`src/rtl/ctrl_pkg.sv`:
```
// Shared constants, state encoding and clamp helper for the command deframer
// and the pan/tilt controller that consumes its output.
package ctrl_pkg;
  localparam int POS_LEN   = 8;
  localparam int STATE_LEN = 2;

  localparam logic [7:0]         HDR_BYTE = 8'hF0;
  localparam logic [7:0]         RST_BYTE = 8'h00;
  localparam logic [POS_LEN-1:0] POS_MIN  = 8'd50;
  localparam logic [POS_LEN-1:0] POS_MAX  = 8'd250;
  localparam logic [POS_LEN-1:0] POS_RST  = 8'd150;

  typedef enum logic [STATE_LEN-1:0] {
    S_IDLE = 2'd0,
    S_X    = 2'd1,
    S_Y    = 2'd2,
    S_CHK  = 2'd3
  } state_t;

  // Keeps servo commands inside the mechanically safe window.
  function automatic logic [POS_LEN-1:0] clamp(input logic [POS_LEN-1:0] v);
    if (v < POS_MIN)      return POS_MIN;
    else if (v > POS_MAX) return POS_MAX;
    else                  return v;
  endfunction
endpackage

```
`src/rtl/gap_timer.sv`:
```
// Inter-byte watchdog: counts idle cycles while a frame is open and pulses
// expired once the allowed gap is used up.
module gap_timer #(
  parameter int GAP_CYC = 21750,
  parameter int GAP_LEN = 15
) (
  input  logic clk,
  input  logic rst_n,
  input  logic clear,
  input  logic run,
  output logic expired
);
  localparam logic [GAP_LEN-1:0] LAST = GAP_LEN'(GAP_CYC - 1);

  logic [GAP_LEN-1:0] cnt;

  // A byte on the expiry cycle suppresses the pulse.
  assign expired = run && !clear && (cnt == LAST);

  always_ff @(posedge clk or negedge rst_n) begin
    if (!rst_n)                        cnt <= '0;
    else if (clear || !run || expired) cnt <= '0;
    else                               cnt <= cnt + 1'b1;
  end
endmodule

```
`src/rtl/cmd_deframer.sv`:
```
// Parses 4-byte position frames (header, X, Y, checksum) from the UART byte
// stream, clamps accepted positions and decodes the soft-reset command.
module cmd_deframer
  import ctrl_pkg::*;
#(
  parameter int GAP_CYC = 21750,
  parameter int GAP_LEN = 15
) (
  input  logic               clk,
  input  logic               rst_n,
  input  logic [7:0]         rx_data,
  input  logic               rx_done,
  output logic [POS_LEN-1:0] pos_x,
  output logic [POS_LEN-1:0] pos_y,
  output logic               pos_valid,
  output logic               soft_rst,
  output logic               busy,
  output logic [7:0]         err_cnt
);
  state_t             state, state_nxt;
  logic [7:0]         sum;
  logic [POS_LEN-1:0] x_raw, y_raw;
  logic               chk_ok, chk_bad, soft_hit, expired, err_hit;

  gap_timer #(.GAP_CYC(GAP_CYC), .GAP_LEN(GAP_LEN)) u_gap (
    .clk     (clk),
    .rst_n   (rst_n),
    .clear   (rx_done),
    .run     (state != S_IDLE),
    .expired (expired)
  );

  always_comb begin
    state_nxt = state;
    chk_ok    = 1'b0;
    chk_bad   = 1'b0;
    soft_hit  = 1'b0;
    if (rx_done) begin
      case (state)
        S_IDLE: begin
          if (rx_data == HDR_BYTE)      state_nxt = S_X;
          else if (rx_data == RST_BYTE) soft_hit  = 1'b1;
        end
        S_X:  state_nxt = S_Y;
        S_Y:  state_nxt = S_CHK;
        S_CHK: begin
          state_nxt = S_IDLE;
          chk_ok    = (rx_data == sum);
          chk_bad   = (rx_data != sum);
        end
        default: state_nxt = S_IDLE;
      endcase
    end else if (expired) begin
      state_nxt = S_IDLE;
    end
  end

  // expired is gated by rx_done, so both error sources are mutually exclusive.
  assign err_hit = chk_bad || expired;

  always_ff @(posedge clk or negedge rst_n) begin
    if (!rst_n) begin
      state     <= S_IDLE;
      sum       <= '0;
      x_raw     <= '0;
      y_raw     <= '0;
      pos_x     <= POS_RST;
      pos_y     <= POS_RST;
      pos_valid <= 1'b0;
      soft_rst  <= 1'b0;
      busy      <= 1'b0;
      err_cnt   <= '0;
    end else begin
      state     <= state_nxt;
      busy      <= (state_nxt != S_IDLE);
      pos_valid <= chk_ok;
      soft_rst  <= soft_hit;
      if (rx_done) begin
        case (state)
          S_IDLE:  sum <= HDR_BYTE;
          S_X:     begin x_raw <= rx_data; sum <= sum + rx_data; end
          S_Y:     begin y_raw <= rx_data; sum <= sum + rx_data; end
          default: ;
        endcase
      end
      if (chk_ok) begin
        pos_x <= clamp(x_raw);
        pos_y <= clamp(y_raw);
      end
      if (err_hit && (err_cnt != 8'hFF)) err_cnt <= err_cnt + 8'd1;
    end
  end
endmodule
```
`config.mk`:
```
export PLATFORM = sky130hd
export DESIGN_NAME = cmd_deframer
export DESIGN_NICKNAME = d
export VERILOG_FILES = /design/src/rtl/ctrl_pkg.sv /design/src/rtl/gap_timer.sv /design/src/rtl/cmd_deframer.sv
export SDC_FILE = /design/constraint.sdc
export NUM_CORES = 1
export LEC_CHECK = 0
export ABC_AREA = 0
export CORE_ASPECT_RATIO = 0.6
export CORE_MARGIN = 1
export CORE_UTILIZATION = 36
export DETAILED_ROUTE_END_ITERATION = 10
export PLACE_DENSITY_LB_ADDON = 0.2
export SETUP_SLACK_MARGIN = 0.15
export SLEW_MARGIN = 20
export SYNTH_ARGS = -nofsm -noshare
export SYNTH_HDL_FRONTEND = slang
export SYNTH_SLANG_ARGS = --single-unit
```
`constraint.sdc`:
```
create_clock -name clk -period 2.5 [get_ports clk]
set_input_delay 0.375 -clock clk [delete_from_list [all_inputs] [get_ports clk]]
set_output_delay 0.375 -clock clk [all_outputs]
set_load 0.01 [all_outputs]
```
==> flow_metrics.py <==
# Auto-generated metrics
metrics = {
    "clock_tree": {
        "clock_tree_from_tritoncts": "done",
        "cts-root-buf": "sky130_fd_sc_hd__clkbuf_16",
        "clk_pin_slew_ps": 50,
        "cts-resized-gates": 1,
    },
    "final_timing": {
        "fin_setup_tns_ps": 0,
        "report.final.slew_viol_count": 0,
        "finalWorstPathRequiredPeriod_ps": 2397,
        "setup_viol": 0,
        "final_hold_viol_count": 0,
    },
    "global_routing": {
        "grt_start_max_net_pins": 69,
        "first_global_vias": 2547,
        "grt_remaining_overflow": 0,
        "met3_usage_pct": 5.024,
        "antenna_found_initial": 0,
        "groute.layer.met2.usage_pct": 23.96,
    },
    "power": {
        "power.switching_mw": 1.415,
        "final_total_power_mw": 4.201,
        "leakage_nw": 1.891,
        "power.share.sequential_pct": 39.7,
        "clock_group_share_of_total_power_pct": 27.7,
    },
    "worst_setup_path": {
        "critPathArrivalTime_ps": 2610,
        "cell_by_cell_trace_of_the_critical_path": "or4b_1 > or4_4 > o32a_4 > nor4_4 > mux2_1",
        "timing.critical_path.slowest_cell_delay_ps": 510,
    },
    "place": {
        "preCtsSetupSlack_ps": 7.230,
    },
    "route": {
        "vias": 2592,
        "drt_wl_total_mm": 7.572,
        "initialDrtViolationCount": 155,
        "met1Wirelength_mm": 3.974,
    },
    "finish": {
        "post_layout_nonfiller_instances": 523,
    },
    "synth": {
        "yosys_register_bits": 68,
        "share_of_flip_flops_with_an_asynchronous_set_or_reset_after_synthesis_pct": 100.0,
    },
    "outcome": {
        "outcome": "finished, final reports clean",
    },
    "floorplan": {
        "fp.coreArea_um2": 8816,
        "initCoreUtil_pct": 38.32,
    },
    "min_path": {
        "hold_path_class": "in2async",
    },
}
## final timing paths
| path | cells after the start | from | slack (ps) | end |
|---|---|---|---|---|
| max | 5 | u_gap.cnt[9] | 100 | err_cnt[6] |
| min | 2 | rst_n | 50 | u_gap.cnt[6] |
| max reg2reg | 5 | u_gap.cnt[9] | 100 | err_cnt[6] |
| min reg2reg | 2 | pos_y[2] | 450 | pos_y[2] |
| max in group asynchronous | 2 | rst_n | 2100 | pos_y[7] |
| min in group clk | 2 | pos_y[2] | 450 | pos_y[2] |
## cell type report
cell class	count	area share, %
Multi-Input combinational cell	238	36.71
Clock buffer	14	6.051
Sequential cell	68	39.23
Timing Repair Buffer	63	13.13
Tap cell	126	3.613
Clock inverter	2	0.2294
Inverter	12	1.032
## cells by family (layout without fill, tap and decap cells)
group	count (synthesis)	after routing	synth area share, %
AND/OR/NAND/NOR	137	137	19.93
flip-flops	68	68	50.67
AND-OR/OR-AND	45	45	9.482
XOR/XNOR	22	22	5.704
buffers and inverters	19	91	2.111
multiplexers	18	18	5.963
adder cells (fa/ha/maj)	16	16	6.148
## synth_stat cells, types with 3 or more instances
| library cell | number | share of area, % |
|---|---|---|
| sky130_fd_sc_hd__clkbuf_1 | 7 | 0.78 |
| sky130_fd_sc_hd__mux2_2 | 15 | 5.0 |
| sky130_fd_sc_hd__o21ai_0 | 16 | 2.4 |
| sky130_fd_sc_hd__nor4_1 | 5 | 0.93 |
| sky130_fd_sc_hd__and3_1 | 3 | 0.56 |
| sky130_fd_sc_hd__nand3b_1 | 3 | 0.67 |
| sky130_fd_sc_hd__xor2_1 | 10 | 2.6 |
| sky130_fd_sc_hd__nand3_1 | 13 | 1.9 |
| sky130_fd_sc_hd__dfrtp_1 | 60 | 44 |
| sky130_fd_sc_hd__inv_1 | 11 | 1.2 |
| sky130_fd_sc_hd__a21oi_1 | 7 | 1.0 |
| sky130_fd_sc_hd__a22o_1 | 3 | 0.78 |
| sky130_fd_sc_hd__dfstp_2 | 8 | 6.2 |
| sky130_fd_sc_hd__nand4_1 | 9 | 1.7 |
| sky130_fd_sc_hd__o21a_1 | 3 | 0.67 |
| sky130_fd_sc_hd__nand2_1 | 47 | 5.2 |
| sky130_fd_sc_hd__xnor2_1 | 12 | 3.1 |
| sky130_fd_sc_hd__nor3_1 | 6 | 0.89 |
| sky130_fd_sc_hd__nor2_1 | 36 | 4.0 |
| sky130_fd_sc_hd__ha_1 | 15 | 5.6 |
## registers in the layout, indices dropped and copies added, names as in the netlist
signal	count
busy	1
err_cnt	8
pos_valid	1
pos_x	8
pos_y	8
soft_rst	1
state	2
sum	8
u_gap.cnt	15
x_raw	8
y_raw	8
## power groups by stage
stage / registers [mW] / logic, mW / clock network (mW)
finish: 1.67 / 1.37 / 1.17
global route: 1.72 / 1.53 / 1.24
CTS: 1.67 / 1.37 / 1.19
detailed placement: 1.68 / 1.35 / 0
global placement: 1.67 / 1.32 / 0
floorplan: 1.64 / 0.865 / 0
## critical path: cells and delay by family (launching register included)
| family | cells | cell delay, ps |
|---|---|---|
| AND/OR/NAND/NOR | 3 | 1190 |
| flip-flops | 1 | 370 |
| AND-OR/OR-AND | 1 | 370 |
| multiplexers | 1 | 340 |
Figure 1. Cell classes on the final placement.
Bar = 50 um.
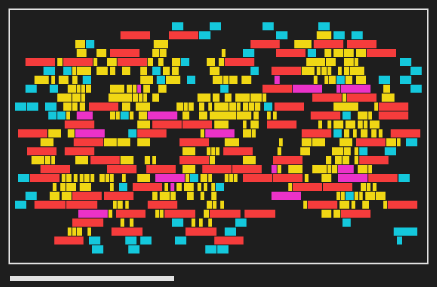
Key: clock drivers and dummy loads = magenta [cells 16]; remaining buffers and delay cells = cyan [cells 63]; remaining logic cells = yellow [cells 250]; registers = red [cells 68]
number of rows in the core area: 26
Seq area share: 39.23%
post-layout utilization of the core: 49.49%
area of all placed cells without fillers: 4363 um2

Figure 2. I/O pins on the die edge.
Pins as bars across the die edge, other pins in gray.
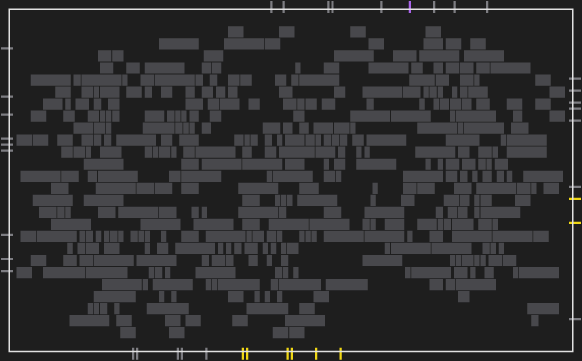
Key: pos_y = yellow [pins 8, direction output, edge 6 bottom, 2 right]; rx_done = purple [pins 1, direction input, edge top]
buffers added on ports: 37
die width: 127.1 um
Die Span Y: 77.04 um

Figure 3. Clock nets.
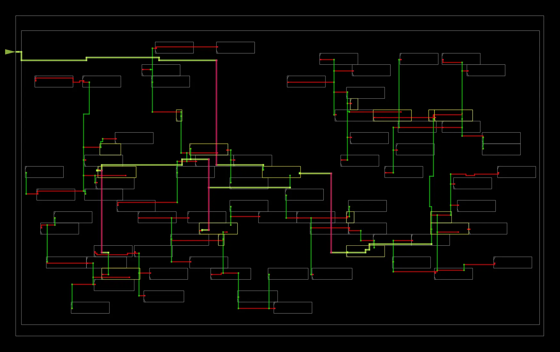
worst clock skew on the final layout: 7.644 ps
insertion delay at the late pin of the worst-skew pair: 330 ps

Figure 4. Cells by drive strength.
Bar = 50 um.
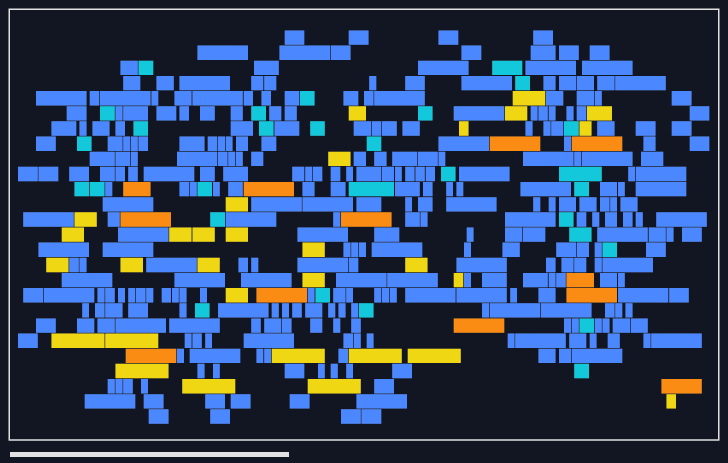
Key: x3 and x4 = cyan [cells 29]; x2 = yellow [cells 30]; x6 and larger = orange [cells 12]; x1 and smaller = blue [cells 326]
area growth from synthesis to layout: 29.15%
non-clock buffer total of the final layout: 63

Figure 5. Clock wires, drivers and flops.
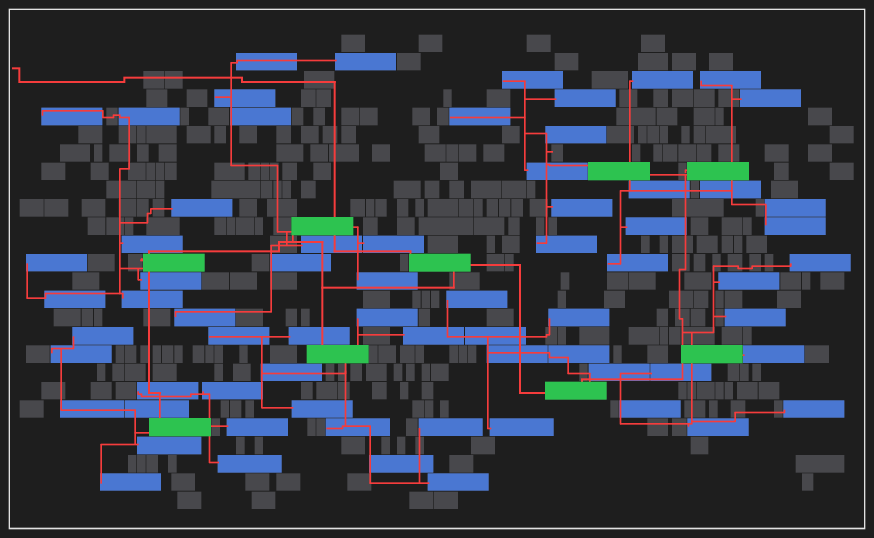
Key: clock-net drivers = green [count 9]; flip-flops = blue [count 68]; clock wires = red [length 949 um]
Position of the flops: widely spread.

Power figures rest on the tool's default switching activity, not on a simulated workload.
